==> config.mk <==
export PLATFORM = sky130hd
export DESIGN_NAME = led_matrix_scan_capture_flat
export DESIGN_NICKNAME = d
export VERILOG_FILES = /design/src/rtl/led_matrix_scan_capture_if.sv /design/src/rtl/led_matrix_scan_capture.sv /design/src/flat_wrapper.sv
export SDC_FILE = /design/constraint.sdc
export NUM_CORES = 1
export LEC_CHECK = 0
export ABC_CLOCK_PERIOD_IN_PS = 6900
export CAP_MARGIN = 20
export CORE_AREA = 2 2 144 146
export CTS_CLUSTER_SIZE = 24
export DETAILED_ROUTE_END_ITERATION = 8
export DIE_AREA = 0 0 146 148
export PLACE_DENSITY = 0.74
export SYNTH_ARGS = -nofsm -noshare
export SYNTH_HDL_FRONTEND = slang
export SYNTH_SLANG_ARGS = --single-unit
==> constraint.sdc <==
create_clock -name clk -period 6.9 [get_ports clk]
set_input_delay 1.035 -clock clk [delete_from_list [all_inputs] [get_ports clk]]
set_output_delay 1.035 -clock clk [all_outputs]
set_load 0.03 [all_outputs]
==> src/rtl/led_matrix_scan_capture_if.sv <==
// Bundle for led_matrix_scan_capture: scanned row/col lines and read address in,
// committed-frame read data and status flags out.
interface led_matrix_scan_capture_if #(
    parameter int ROWS = 8,
    parameter int COLS = 8
);
    localparam int RW = (ROWS > 1) ? $clog2(ROWS) : 1;

    logic [ROWS-1:0] row;
    logic [COLS-1:0] col;
    logic [RW-1:0]   rd_row;
    logic [COLS-1:0] rd_data;
    logic            frame_stb;
    logic [15:0]     frame_cnt;
    logic            err_multi;
    logic            stalled;

    modport master (
        output row, col, rd_row,
        input  rd_data, frame_stb, frame_cnt, err_multi, stalled
    );

    modport slave (
        input  row, col, rd_row,
        output rd_data, frame_stb, frame_cnt, err_multi, stalled
    );
endinterface

==> src/rtl/led_matrix_scan_capture.sv <==
// Receive side of a multiplexed LED-matrix scan: rebuilds the ROWS x COLS frame from the
// row-select/column-drive lines. Optional idle watchdog: LED_MATRIX_CAP_WATCHDOG_EN.
module led_matrix_scan_capture #(
    parameter int ROWS           = 8,
    parameter int COLS           = 8,
    parameter int SETTLE_CYCLES  = 4,
    parameter int TIMEOUT_CYCLES = 1_200_000
) (
    input logic                      clk,
    input logic                      rst_n,
    led_matrix_scan_capture_if.slave bus
);
    localparam int RW = (ROWS > 1) ? $clog2(ROWS) : 1;

    typedef enum logic [1:0] {IDLE, SETTLE, SAMPLE, HOLD} state_t;

    logic [ROWS-1:0] row_meta, row_sync, row_last;
    logic [COLS-1:0] col_meta, col_sync;
    state_t          state, state_next;
    logic [7:0]      settle_cnt;
    logic            settle_clr, settle_inc;
    logic            sample_en, err_set, commit_q, wd_fire;
    int              ones_cnt;
    logic            row_zero, row_onehot, row_multi, row_changed;
    logic [RW-1:0]   row_idx;
    logic [COLS-1:0] shadow [ROWS];
    logic [COLS-1:0] frame  [ROWS];
    logic [ROWS-1:0] seen, seen_next;
    logic [COLS-1:0] rd_data_q;
    logic            frame_stb_q, err_multi_q;
    logic [15:0]     frame_cnt_q;

    // Columns idle high (active-low drive), so their synchronisers reset to all-ones.
    always_ff @(posedge clk or negedge rst_n) begin
        if (!rst_n) begin
            row_meta <= '0;
            row_sync <= '0;
            row_last <= '0;
            col_meta <= '1;
            col_sync <= '1;
        end else begin
            row_meta <= bus.row;
            row_sync <= row_meta;
            row_last <= row_sync;
            col_meta <= bus.col;
            col_sync <= col_meta;
        end
    end

    always_comb begin
        ones_cnt = 0;
        row_idx  = '0;
        for (int i = 0; i < ROWS; i++) begin
            if (row_sync[i]) begin
                ones_cnt = ones_cnt + 1;
                row_idx  = RW'(i);
            end
        end
        row_zero   = (ones_cnt == 0);
        row_onehot = (ones_cnt == 1);
        row_multi  = (ones_cnt > 1);
    end

    assign row_changed = (row_sync != row_last);
    assign seen_next   = seen | (ROWS'(1) << row_idx);

    always_ff @(posedge clk or negedge rst_n) begin
        if (!rst_n) state <= IDLE;
        else        state <= state_next;
    end

    // SAMPLE only writes if the row is still unchanged, so the columns belong to it.
    always_comb begin
        state_next = state;
        settle_clr = 1'b0;
        settle_inc = 1'b0;
        sample_en  = 1'b0;
        err_set    = 1'b0;
        if (row_multi) begin
            state_next = IDLE;
            err_set    = 1'b1;
        end else begin
            case (state)
                IDLE: begin
                    if (row_onehot) begin
                        state_next = SETTLE;
                        settle_clr = 1'b1;
                    end
                end
                SETTLE: begin
                    if (row_zero)
                        state_next = IDLE;
                    else if (row_changed)
                        settle_clr = 1'b1;
                    else if (settle_cnt == 8'(SETTLE_CYCLES - 1))
                        state_next = SAMPLE;
                    else
                        settle_inc = 1'b1;
                end
                SAMPLE, HOLD: begin
                    if (row_changed) begin
                        if (row_zero) begin
                            state_next = IDLE;
                        end else begin
                            state_next = SETTLE;
                            settle_clr = 1'b1;
                        end
                    end else if (state == SAMPLE) begin
                        sample_en  = 1'b1;
                        state_next = HOLD;
                    end
                end
                default: state_next = IDLE;
            endcase
        end
    end

    always_ff @(posedge clk or negedge rst_n) begin
        if (!rst_n) begin
            settle_cnt  <= '0;
            err_multi_q <= 1'b0;
        end else begin
            if (settle_clr)      settle_cnt <= '0;
            else if (settle_inc) settle_cnt <= settle_cnt + 8'd1;
            if (err_set)         err_multi_q <= 1'b1;
        end
    end

    // The commit runs the cycle after the completing SAMPLE; frame_stb and frame_cnt
    // change together with the frame buffer.
    always_ff @(posedge clk or negedge rst_n) begin
        if (!rst_n) begin
            for (int i = 0; i < ROWS; i++) begin
                shadow[i] <= '0;
                frame[i]  <= '0;
            end
            seen        <= '0;
            commit_q    <= 1'b0;
            frame_stb_q <= 1'b0;
            frame_cnt_q <= '0;
        end else begin
            commit_q    <= sample_en && (seen_next == '1);
            frame_stb_q <= commit_q;
            if (commit_q) frame_cnt_q <= frame_cnt_q + 16'd1;
            if (wd_fire) begin
                for (int i = 0; i < ROWS; i++) begin
                    shadow[i] <= '0;
                    frame[i]  <= '0;
                end
                seen <= '0;
            end else if (sample_en) begin
                shadow[row_idx] <= ~col_sync;
                seen            <= seen_next;
            end else if (commit_q) begin
                for (int i = 0; i < ROWS; i++) frame[i] <= shadow[i];
                seen <= '0;
            end
        end
    end

    always_ff @(posedge clk or negedge rst_n) begin
        if (!rst_n)                      rd_data_q <= '0;
        else if (int'(bus.rd_row) < ROWS) rd_data_q <= frame[bus.rd_row];
        else                             rd_data_q <= '0;
    end

    assign bus.rd_data   = rd_data_q;
    assign bus.frame_stb = frame_stb_q;
    assign bus.frame_cnt = frame_cnt_q;
    assign bus.err_multi = err_multi_q;

`ifdef LED_MATRIX_CAP_WATCHDOG_EN
    localparam int WDW = $clog2(TIMEOUT_CYCLES + 1);

    logic [WDW-1:0] wd_cnt;
    logic           stalled_q;

    assign wd_fire = !sample_en && (wd_cnt == WDW'(TIMEOUT_CYCLES - 1));

    // Counts cycles since the last SAMPLE and saturates at the timeout.
    always_ff @(posedge clk or negedge rst_n) begin
        if (!rst_n) begin
            wd_cnt    <= '0;
            stalled_q <= 1'b0;
        end else if (sample_en) begin
            wd_cnt    <= '0;
            stalled_q <= 1'b0;
        end else if (wd_fire) begin
            wd_cnt    <= WDW'(TIMEOUT_CYCLES);
            stalled_q <= 1'b1;
        end else if (wd_cnt != WDW'(TIMEOUT_CYCLES)) begin
            wd_cnt <= wd_cnt + 1'b1;
        end
    end

    assign bus.stalled = stalled_q;
`else
    logic unused_timeout;

    assign unused_timeout = (TIMEOUT_CYCLES != 0);
    assign wd_fire        = 1'b0;
    assign bus.stalled    = 1'b0;
`endif
endmodule

==> src/flat_wrapper.sv <==
// flat-port wrapper written by rule: the top's interface ports become plain ports
module led_matrix_scan_capture_flat 
#(
    parameter int ROWS           = 8,
    parameter int COLS           = 8,
    parameter int SETTLE_CYCLES  = 4,
    parameter int TIMEOUT_CYCLES = 1_200_000
)
  (clk, rst_n, bus_row, bus_col, bus_rd_row, bus_rd_data, bus_frame_stb, bus_frame_cnt, bus_err_multi, bus_stalled);
  led_matrix_scan_capture_if #(.ROWS(ROWS), .COLS(COLS)) bus_i ();
  input logic clk;
  input logic rst_n;
  input wire logic [$bits(bus_i.row)-1:0] bus_row;
  input wire logic [$bits(bus_i.col)-1:0] bus_col;
  input wire logic [$bits(bus_i.rd_row)-1:0] bus_rd_row;
  output wire logic [$bits(bus_i.rd_data)-1:0] bus_rd_data;
  output wire logic [$bits(bus_i.frame_stb)-1:0] bus_frame_stb;
  output wire logic [$bits(bus_i.frame_cnt)-1:0] bus_frame_cnt;
  output wire logic [$bits(bus_i.err_multi)-1:0] bus_err_multi;
  output wire logic [$bits(bus_i.stalled)-1:0] bus_stalled;
  assign bus_i.row = bus_row;
  assign bus_i.col = bus_col;
  assign bus_i.rd_row = bus_rd_row;
  assign bus_rd_data = bus_i.rd_data;
  assign bus_frame_stb = bus_i.frame_stb;
  assign bus_frame_cnt = bus_i.frame_cnt;
  assign bus_err_multi = bus_i.err_multi;
  assign bus_stalled = bus_i.stalled;
  led_matrix_scan_capture #(.ROWS(ROWS), .COLS(COLS), .SETTLE_CYCLES(SETTLE_CYCLES), .TIMEOUT_CYCLES(TIMEOUT_CYCLES)) u_core (.clk(clk), .rst_n(rst_n), .bus(bus_i));
endmodule
Fig. 1: cell sizes after repair
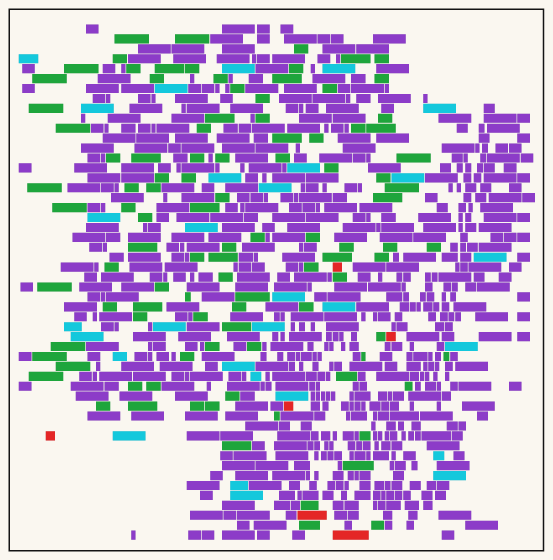
_6 and larger: drawn in cyan, cells 29, share 3.6%. _2 cells: drawn in green, cells 101, share 13%. _0 and _1 cells: drawn in purple, cells 659, share 83%. _3 and _4 cells: drawn in red, cells 6, share 0.75%.
Area Growth Syn to Fin: 13.7%
Repair and plain buffers: 50
worst setup margin: 1.06 ns
post-route cell area: 10800 µm²

Fig. 2: cell outlines without signal wires
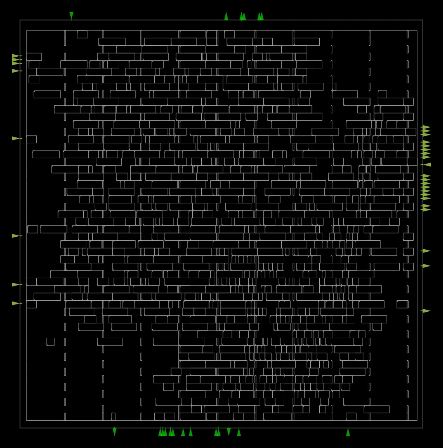
tally of filler cells in the layout: 1701
total number of sequential cells: 213
placeable core area: 20000 µm²
n_taps: 270
sequential cell area share: 0.497

Fig. 3: metal layers overlaid
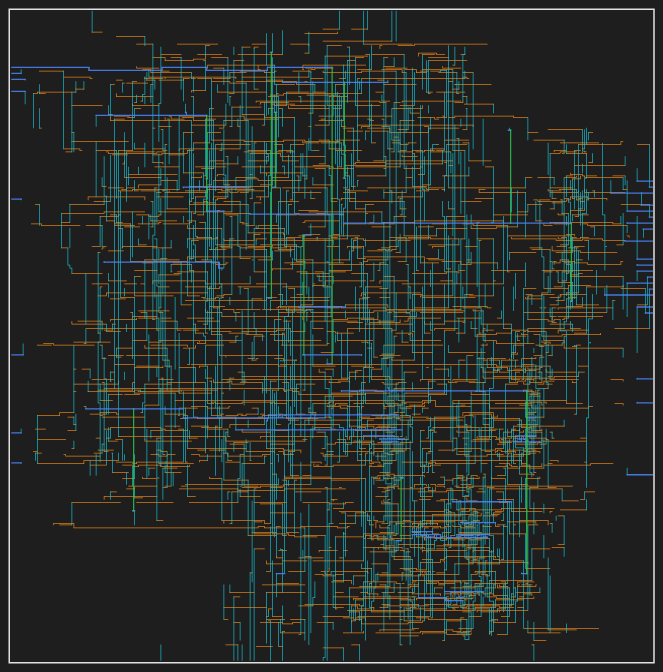
metal 2: drawn in cyan, wire length 8520 µm. metal 3: drawn in blue, wire length 648 µm. metal 4: drawn in green, wire length 328 µm. metal 1: drawn in orange, wire length 7970 µm.
vias post-DR: 5569
WL final: 17500 µm
global routing usage summed across all routing layers: 0.170

==> summary.txt <==
Implementation results are summarized by area below.

CTS
Per the TritonCTS log, the buffer count is 23. Clock tree synthesis selected as its root buffer the cell clkbuf_16. The clock transition time at the flip-flop clock pins of the worst setup and hold paths is 0.06 ns. The clock drives 213 sinks. The worst-case clock buffer depth is 3.

Gates resized during post-CTS repair numbered 0.

GRT
The maximum number of pins on one net before global-route repair is 86. The global routing met3 resource utilization is 0.0241. For this run, global-route usage on met2 was measured as 0.286. Global routing finished with a remaining overflow of 0. The via count of the first global-routing pass is 5735. met2 is the most crowded layer.

Drt
The number of remaining DRC errors is 0. The script logs the ratio of routed vias to standard cells as 5.23. The post-route antenna net violation count is 0.

Finish
Of the cells placed in the final design, the portion with a size suffix greater than 1 is 0.171. The most common logic cells in the final layout are dfrtp_1, inv_1, mux2i_1, mux2_2, clkdlybuf4s50_1. The number of diodes is 0.

Synth
After synthesis, the share of flip-flops with an asynchronous set or reset is 1.00. In the Yosys report the total cell count is 744. After synthesis, the mean cell area works out to 12.7 µm². The fraction of the yosys area taken by sequential cells is 0.565. Yosys printed 0 warnings. Per the post-synthesis report, the number of cells in the design is 744. Counting flops with a built-in enable in the synthesized netlist gives 0. When the netlist entered floorplanning its net count stood at 775.

Place
At the placement stage, the worst setup path has a slack of 1.14 ns. The placement summary gives the final routability congestion estimate as 0.833.

Status
The run finished with clean final reports.

Die
The die covers around 22000 µm². For this configuration, the core starts out at a cell density of 0.473. The floorplan die height is 148 µm.

STA
The final timing summary puts the cycle share of the worst path at 0.846. Hold timing on the final database bottoms out at a slack of 0.346 ns. Counting endpoints that fail hold in the final report gives 0. The worst max-slew margin expressed relative to the limit is 0.306. The final clock skew is 0.0124 ns.

Worst setup path
The count of cell instances traversed by the critical path is 19. The logic depth of the worst register-to-register path is 19. The data arrival time reported for the critical path is roughly 6.3 ns.

Flow run
The tally of OpenROAD warnings is 29.

Power
Power spread over the standard cell area amounts to 244 nW/µm².

Worst hold path
In this run the worst hold path is classified as reg -> reg.
Fig. 4: cells coloured by class
Fill, decap, tap and diode cells in grey.
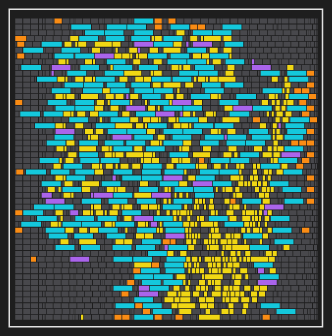
combinational and other logic: drawn in yellow, cells 492, share of their area 37%. clock drivers and dummy loads: drawn in purple, cells 40, share of their area 6.5%. sequential cells: drawn in cyan, cells 213, share of their area 51%. remaining buffers and delay cells: drawn in orange, cells 50, share of their area 4.8%.
standard-cell rows: 52
Layout Utilization: 0.537

Fig. 5: port wiring
Bar = 50 µm.
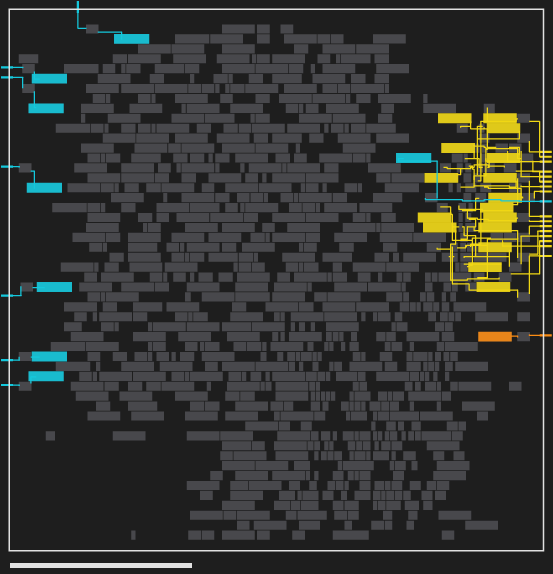
bus_col: drawn in cyan, direction input, end cells 8, buffers 8, wire 116 µm. bus_frame_cnt: drawn in yellow, direction output, end cells 16, buffers 16, wire 615 µm. bus_frame_stb: drawn in orange, direction output, end cells 1, buffers 1, wire 5.80 µm.
Top Ports: 48
count of input and output buffers: 46

## synth_stat cells (7+ instances only)
cell	number	area, µm²
dfstp_2	16	420
buf_6	8	90.1
mux4_2	16	360
mux2i_1	65	651
mux2_2	57	642
buf_1	11	41.3
inv_1	90	338
or3_1	7	43.8
nand2_1	26	97.6
ha_1	10	125
nand4_1	7	43.8
nor2_1	23	86.3
o21ai_0	19	95.1
a21oi_1	12	60.1
mux2_1	16	180
buf_2	8	40.0
nand3_1	16	80.1
xnor2_1	18	158
xor2_1	12	105
clkbuf_1	11	41.3
dfrtp_1	197	4930
## cells by family (layout without fill, tap and decap cells)
logic type | after synthesis | count (layout) | share of synthesized area
other cells | 1 | 1 | 0.000396
compound gates | 69 | 69 | 0.0486
fa+ha+maj | 10 | 10 | 0.0132
xor+xnor | 35 | 35 | 0.0396
mux | 156 | 156 | 0.197
simple gates | 130 | 130 | 0.0766
flops | 213 | 213 | 0.565
buf+inv | 130 | 181 | 0.0593
## through the flow
stage,cells,power [mW]
2_1_floorplan,744,1.46
3_3_place_gp,1025,1.53
3_5_place_dp,1025,1.53
4_1_cts,1065,2.66
5_1_grt,1065,2.74
6_report,1065,2.62
## flip-flops by register name, indices dropped and copies added, names as in the netlist, 2 cells and up
register / flops
u_core.row_last: 8
u_core.settle_cnt: 8
u_core.col_sync: 8
u_core.col_meta: 8
u_core.bus.frame_cnt: 16
u_core.shadow: 64
u_core.bus.rd_data: 8
u_core.state: 2
u_core.seen: 8
u_core.row_meta: 8
u_core.row_sync: 8
u_core.frame: 64
## path summary, 6_finish.rpt
| check | to | start | slack [ns] |
|---|---|---|---|
| min in group asynchronous | u_core.shadow[38] | rst_n | 0.53 |
| setup / recovery | u_core.shadow[19] | u_core.row_sync[1] | 1.06 |
| setup reg to reg | u_core.shadow[19] | u_core.row_sync[1] | 1.06 |
| max in group asynchronous | u_core.shadow[6] | rst_n | 4.92 |
| hold / removal | u_core.row_sync[4] | u_core.row_meta[4] | 0.35 |
| hold reg to reg | u_core.row_sync[4] | u_core.row_meta[4] | 0.35 |
## area by class of cell
| type | instances | area, µm² |
|---|---|---|
| Clock inverter | 6 | 43.8 |
| Tap cell | 270 | 338 |
| Inverter | 91 | 342 |
| Sequential cell | 213 | 5350 |
| Multi-Input combinational cell | 401 | 3560 |
| Timing Repair Buffer | 50 | 495 |
| Clock buffer | 34 | 637 |
| Fill cell | 1701 | 9270 |
## routing by layer
metal  vias up  part of all wire
met2       108              0.49
met3        23             0.037
met1      2792              0.46
met4         0             0.019
li1       2646                 -
met5         -                 0
## power breakdown
group | total, mW | switching (mW) | leakage [nW] | internal [mW]
clock network | 1.12 | 0.474 | 0.335 | 0.642
logic | 0.216 | 0.126 | 2.07 | 0.0899
registers | 1.29 | 0.0229 | 2.86 | 1.27
Power and IR drop assume default switching activity.
